**config.mk**
```make
export PLATFORM = sky130hd
export DESIGN_NAME = alu_iter_shift_unit
export DESIGN_NICKNAME = d
export VERILOG_FILES = /design/src/rtl/alu_iter_shift_unit.sv
export SDC_FILE = /design/constraint.sdc
export NUM_CORES = 1
export LEC_CHECK = 0
export ABC_AREA = 1
export CAP_MARGIN = 5
export CORE_MARGIN = 2
export CORE_UTILIZATION = 40
export CTS_CLUSTER_DIAMETER = 30
export CTS_CLUSTER_SIZE = 8
export DETAILED_ROUTE_END_ITERATION = 7
export SETUP_SLACK_MARGIN = 0.4
export SYNTH_ARGS = -nofsm -noshare
export SYNTH_HDL_FRONTEND = slang
export SYNTH_SLANG_ARGS = --single-unit
```
**constraint.sdc**
```tcl
create_clock -name clk -period 3.7 [get_ports clk]
set_input_delay 0.37 -clock clk [delete_from_list [all_inputs] [get_ports clk]]
set_output_delay 0.37 -clock clk [all_outputs]
set_load 0.02 [all_outputs]
```
**src/rtl/alu_iter_shift_unit.sv**
```systemverilog
// Integer ALU for the issue->writeback slot of the integer pipe.
// Add/sub/compare/logic finish in one cycle. Shifts iterate, moving up to
// SHIFT_STEP bit positions per cycle, so a wide barrel shifter is not needed.
//
// state  | meaning
// IDLE   | no operation held, ready to accept
// SHIFT  | iterating a shift, remaining count > 0
// RESULT | wb_valid high, result held until wb_ready
module alu_iter_shift_unit #(
  parameter int XLEN       = 32,
  parameter int SHIFT_STEP = 8,
  parameter int ID_W       = 3
) (
  input  logic            clk,
  input  logic            rst,
  input  logic            issue_valid,
  output logic            issue_ready,
  input  logic [3:0]      issue_op,
  input  logic [XLEN-1:0] issue_rs1,
  input  logic [XLEN-1:0] issue_rs2,
  input  logic [ID_W-1:0] issue_id,
  output logic            wb_valid,
  input  logic            wb_ready,
  output logic [XLEN-1:0] wb_data,
  output logic [ID_W-1:0] wb_id,
  output logic            busy
);

  localparam int SHW = $clog2(XLEN);

  localparam logic [1:0] ST_IDLE   = 2'd0;
  localparam logic [1:0] ST_SHIFT  = 2'd1;
  localparam logic [1:0] ST_RESULT = 2'd2;

  localparam logic [3:0] OP_ADD  = 4'd0;
  localparam logic [3:0] OP_SUB  = 4'd1;
  localparam logic [3:0] OP_SLT  = 4'd2;
  localparam logic [3:0] OP_SLTU = 4'd3;
  localparam logic [3:0] OP_XOR  = 4'd4;
  localparam logic [3:0] OP_OR   = 4'd5;
  localparam logic [3:0] OP_AND  = 4'd6;
  localparam logic [3:0] OP_SLL  = 4'd7;
  localparam logic [3:0] OP_SRL  = 4'd8;
  localparam logic [3:0] OP_SRA  = 4'd9;

  // SHIFT_STEP can equal XLEN, so it needs one bit more than a shift amount.
  localparam logic [SHW:0] STEP_MAX = (SHW+1)'(SHIFT_STEP);

  logic [1:0]      state;
  logic [XLEN-1:0] sh_reg;
  logic [SHW-1:0]  rem_cnt;
  logic            sh_left;
  logic            sh_fill;
  logic [ID_W-1:0] sh_id;

  logic            accept;
  logic            is_shift;
  logic [SHW-1:0]  shamt;
  logic            cmp_pad1;
  logic            cmp_pad2;
  logic            cmp_lt;
  logic [XLEN-1:0] alu_res;
  logic [SHW:0]    rem_ext;
  logic [SHW:0]    step_amt;
  logic [SHW-1:0]  rem_next;
  logic [XLEN-1:0] sh_next;

  assign issue_ready = (state == ST_IDLE) || ((state == ST_RESULT) && wb_ready);
  assign accept      = issue_valid && issue_ready;
  assign wb_valid    = (state == ST_RESULT);
  assign busy        = (state != ST_IDLE);
  assign is_shift    = (issue_op == OP_SLL) || (issue_op == OP_SRL) || (issue_op == OP_SRA);
  assign shamt       = issue_rs2[SHW-1:0];

  // Single-cycle result; shifts reach here only with a zero amount.
  always_comb begin
    cmp_pad1 = (issue_op == OP_SLT) ? issue_rs1[XLEN-1] : 1'b0;
    cmp_pad2 = (issue_op == OP_SLT) ? issue_rs2[XLEN-1] : 1'b0;
    // Sign of the XLEN+1 bit difference is the less-than flag.
    cmp_lt   = $signed({cmp_pad1, issue_rs1}) < $signed({cmp_pad2, issue_rs2});
    alu_res  = issue_rs1 + issue_rs2;
    case (issue_op)
      OP_SUB:                  alu_res = issue_rs1 - issue_rs2;
      OP_SLT, OP_SLTU:         alu_res = {{(XLEN-1){1'b0}}, cmp_lt};
      OP_XOR:                  alu_res = issue_rs1 ^ issue_rs2;
      OP_OR:                   alu_res = issue_rs1 | issue_rs2;
      OP_AND:                  alu_res = issue_rs1 & issue_rs2;
      OP_SLL, OP_SRL, OP_SRA:  alu_res = issue_rs1;
      default:                 alu_res = issue_rs1 + issue_rs2;
    endcase
  end

  // One shift iteration: step = min(SHIFT_STEP, remaining).
  always_comb begin
    rem_ext  = {1'b0, rem_cnt};
    step_amt = (rem_ext < STEP_MAX) ? rem_ext : STEP_MAX;
    rem_next = rem_cnt - step_amt[SHW-1:0];
    if (sh_left) begin
      sh_next = sh_reg << step_amt;
    end else begin
      sh_next = XLEN'($signed({sh_fill, sh_reg}) >>> step_amt);
    end
  end

  // Control FSM and result/tag registers.
  always_ff @(posedge clk) begin
    if (rst) begin
      state   <= ST_IDLE;
      sh_reg  <= '0;
      rem_cnt <= '0;
      sh_left <= 1'b0;
      sh_fill <= 1'b0;
      sh_id   <= '0;
      wb_data <= '0;
      wb_id   <= '0;
    end else if (accept) begin
      if (is_shift && (shamt != '0)) begin
        state   <= ST_SHIFT;
        sh_reg  <= issue_rs1;
        rem_cnt <= shamt;
        sh_left <= (issue_op == OP_SLL);
        sh_fill <= (issue_op == OP_SRA) && issue_rs1[XLEN-1];
        sh_id   <= issue_id;
      end else begin
        state   <= ST_RESULT;
        wb_data <= alu_res;
        wb_id   <= issue_id;
      end
    end else if (state == ST_SHIFT) begin
      sh_reg  <= sh_next;
      rem_cnt <= rem_next;
      if (rem_next == '0) begin
        state   <= ST_RESULT;
        wb_data <= sh_next;
        wb_id   <= sh_id;
      end
    end else if ((state == ST_RESULT) && wb_ready) begin
      state <= ST_IDLE;
    end
  end

endmodule

```
run_1/met4.png
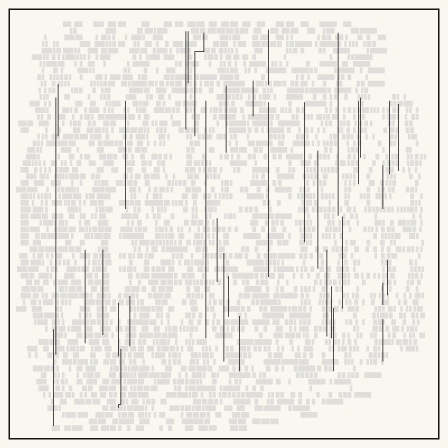
The layer holds 2.6% of the routed length. 33 nets have wire on it. The longest straight run is 105 µm. The wires run mostly vertical. The layer carries 1270 µm of wire.

run_1/final_congestion.png
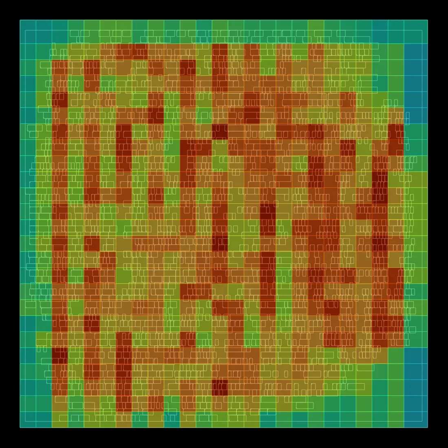
post-DR wirelength/cell: 18.2 µm
M1 GR Usage: 43.5%
Tot GR Track Use: 30.9%
GRT Max-Usage Layer: met2

==> impl_metrics.tcl, run 1 <==
# flow metrics
set metrics [dict create \
    status "finished, final reports clean" \
    portBuffers 112 \
    gr-usage-met2_pct 50.8 \
    dp.cells 2659 \
    overflow 0 \
    sh_seq_area_pct 10.2 \
    root_buffer "clkbuf_16" \
    ys_seq_share_pct 13.4 \
    via_per_inst 5.48 \
    grt_first_pass_wirelength_um 75400 \
    start_kind "input pin" \
    wl_met3_um 3330 \
    tritoncts "done" \
    finalPower_w 0.00424 \
    p_per_area_mw_per_mm2 274 \
    place_congestion 0.963 \
    worstSetupStartpoint "issue_rs2[15]" \
    layout.nets 2519 \
    worstPathArrival_ns 3.50 \
    ant_nets 0 \
    tool_warnings 91 \
    period_used_pct 86.8 \
    syn_avg_cell_area_um2 5.72 \
    critical_path.top_delay_family "simple AND/OR/NAND/NOR gates" \
    signal_buffers 329 \
    reg2reg_to "wb_data[31]" \
    clockBufferDepth 2 \
    ctsHoldBuffers 0 \
    top_area_share_pct 17.4 \
    dp_hpwl_um 38200 \
    worst_hold_startpoint "issue_rs2[3]" \
    cp.depth 21 \
    cts_made_buffers 9 \
]
run_1/zoom.png
Region (119, 31) to (144, 56) µm. Cells in grey, sequential cells in the stronger grey; small squares are vias.
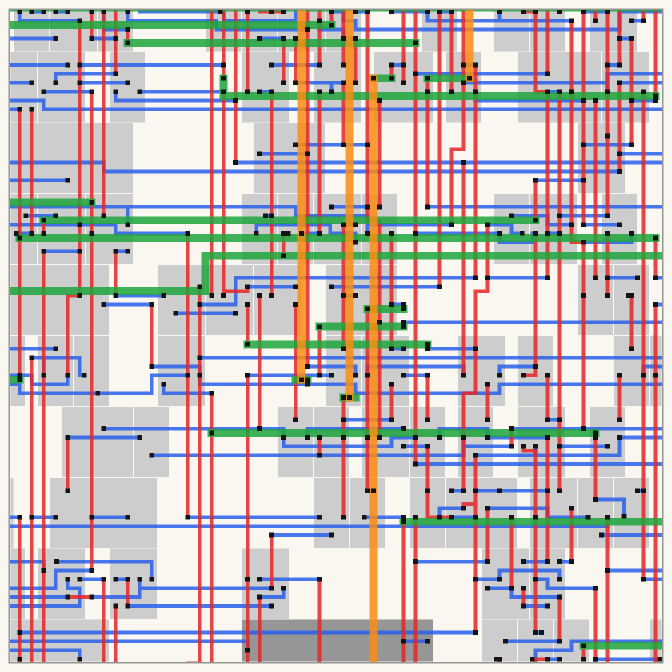
Key: orange = met4; green = met3; blue = met1; red = met2
Most frequent: nand2_1 (25), inv_1 (11), o21ai_1 (11). Netlist names of flops here include sh_reg (1). 75 logic cells have their middle in the window. Sequential cells in the window: 1.

run_1/metal_stack.png
Two of the layers only.
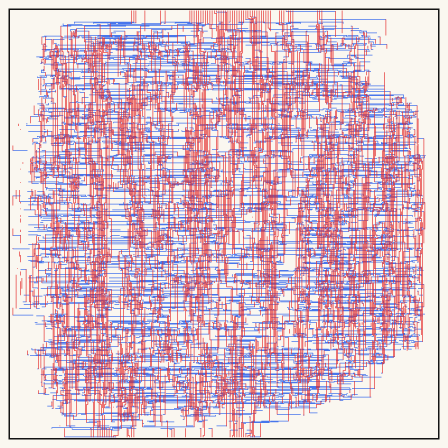
Key: red = met2 [wire length 22.3 mm]; blue = met1 [wire length 22.2 mm]
detailed-route wire length: 49100 µm
DR vias: 14800

--- run 2 (diff from run 1) ---
--- a/config.mk
+++ b/config.mk
@@ -9,7 +9,7 @@
 export CAP_MARGIN = 5
 export CORE_MARGIN = 2
 export CORE_UTILIZATION = 40
-export CTS_CLUSTER_DIAMETER = 30
+export CTS_CLUSTER_DIAMETER = 60
 export CTS_CLUSTER_SIZE = 8
 export DETAILED_ROUTE_END_ITERATION = 7
 export SETUP_SLACK_MARGIN = 0.4
run_2/final_congestion.png
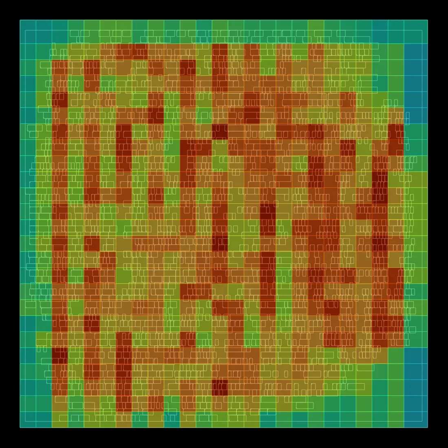
met3 Usage GRT: 2.03%
M2 GR Usage: 50.8%
end-of-flow core utilization: 53.7%

run_2/pdn.png
The bar under the picture is 50 µm long. Pins as bars on the die edge. Tap cells in grey.
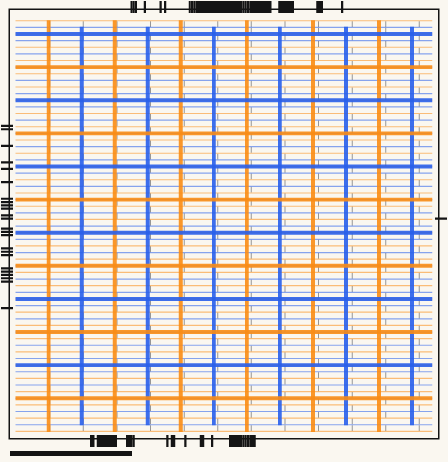
Key: orange = VSS; blue = VDD
The core has 62 rows. 384 tap cells. 12 straps on met5. 113 signal pins sit on the boundary.

run_2/metal_stack.png
Two of the layers only.
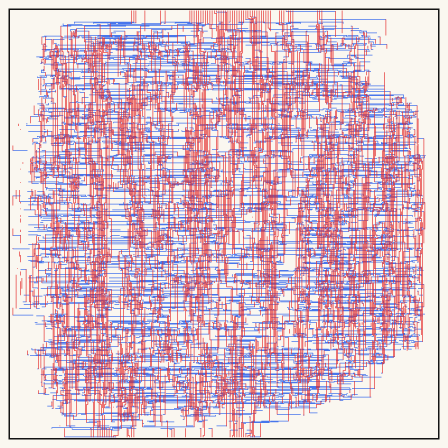
Key: blue = met1 [wire length 22.2 mm]; red = met2 [wire length 22.3 mm]

==> impl_metrics.tcl, run 2 <==
# flow metrics
set metrics [dict create \
    portBuffers 112 \
    grt_first_pass_wirelength_um 75400 \
    cts_made_buffers 9 \
    wl_um 49100 \
    grt.total_usage_pct 30.9 \
    met1_usage_pct 43.5 \
    dp_hpwl_um 38200 \
    period_used_pct 86.8 \
    critical_path.top_delay_family "simple AND/OR/NAND/NOR gates" \
    status "finished, final reports clean" \
    via_per_inst 5.48 \
    wl_met3_um 3330 \
    dp.cells 2659 \
    p_per_area_mw_per_mm2 274 \
    overflow 0 \
    clockBufferDepth 2 \
    tool_warnings 91 \
    avgRoutedWirePerCell_um 18.2 \
    signal_buffers 329 \
    grt-busiest-layer "met2" \
    start_kind "input pin" \
    top_area_share_pct 17.4 \
    layout.nets 2519 \
    cp.depth 21 \
    root_buffer "clkbuf_16" \
    ys_seq_share_pct 13.4 \
    ctsHoldBuffers 0 \
    reg2reg_to "wb_data[31]" \
]
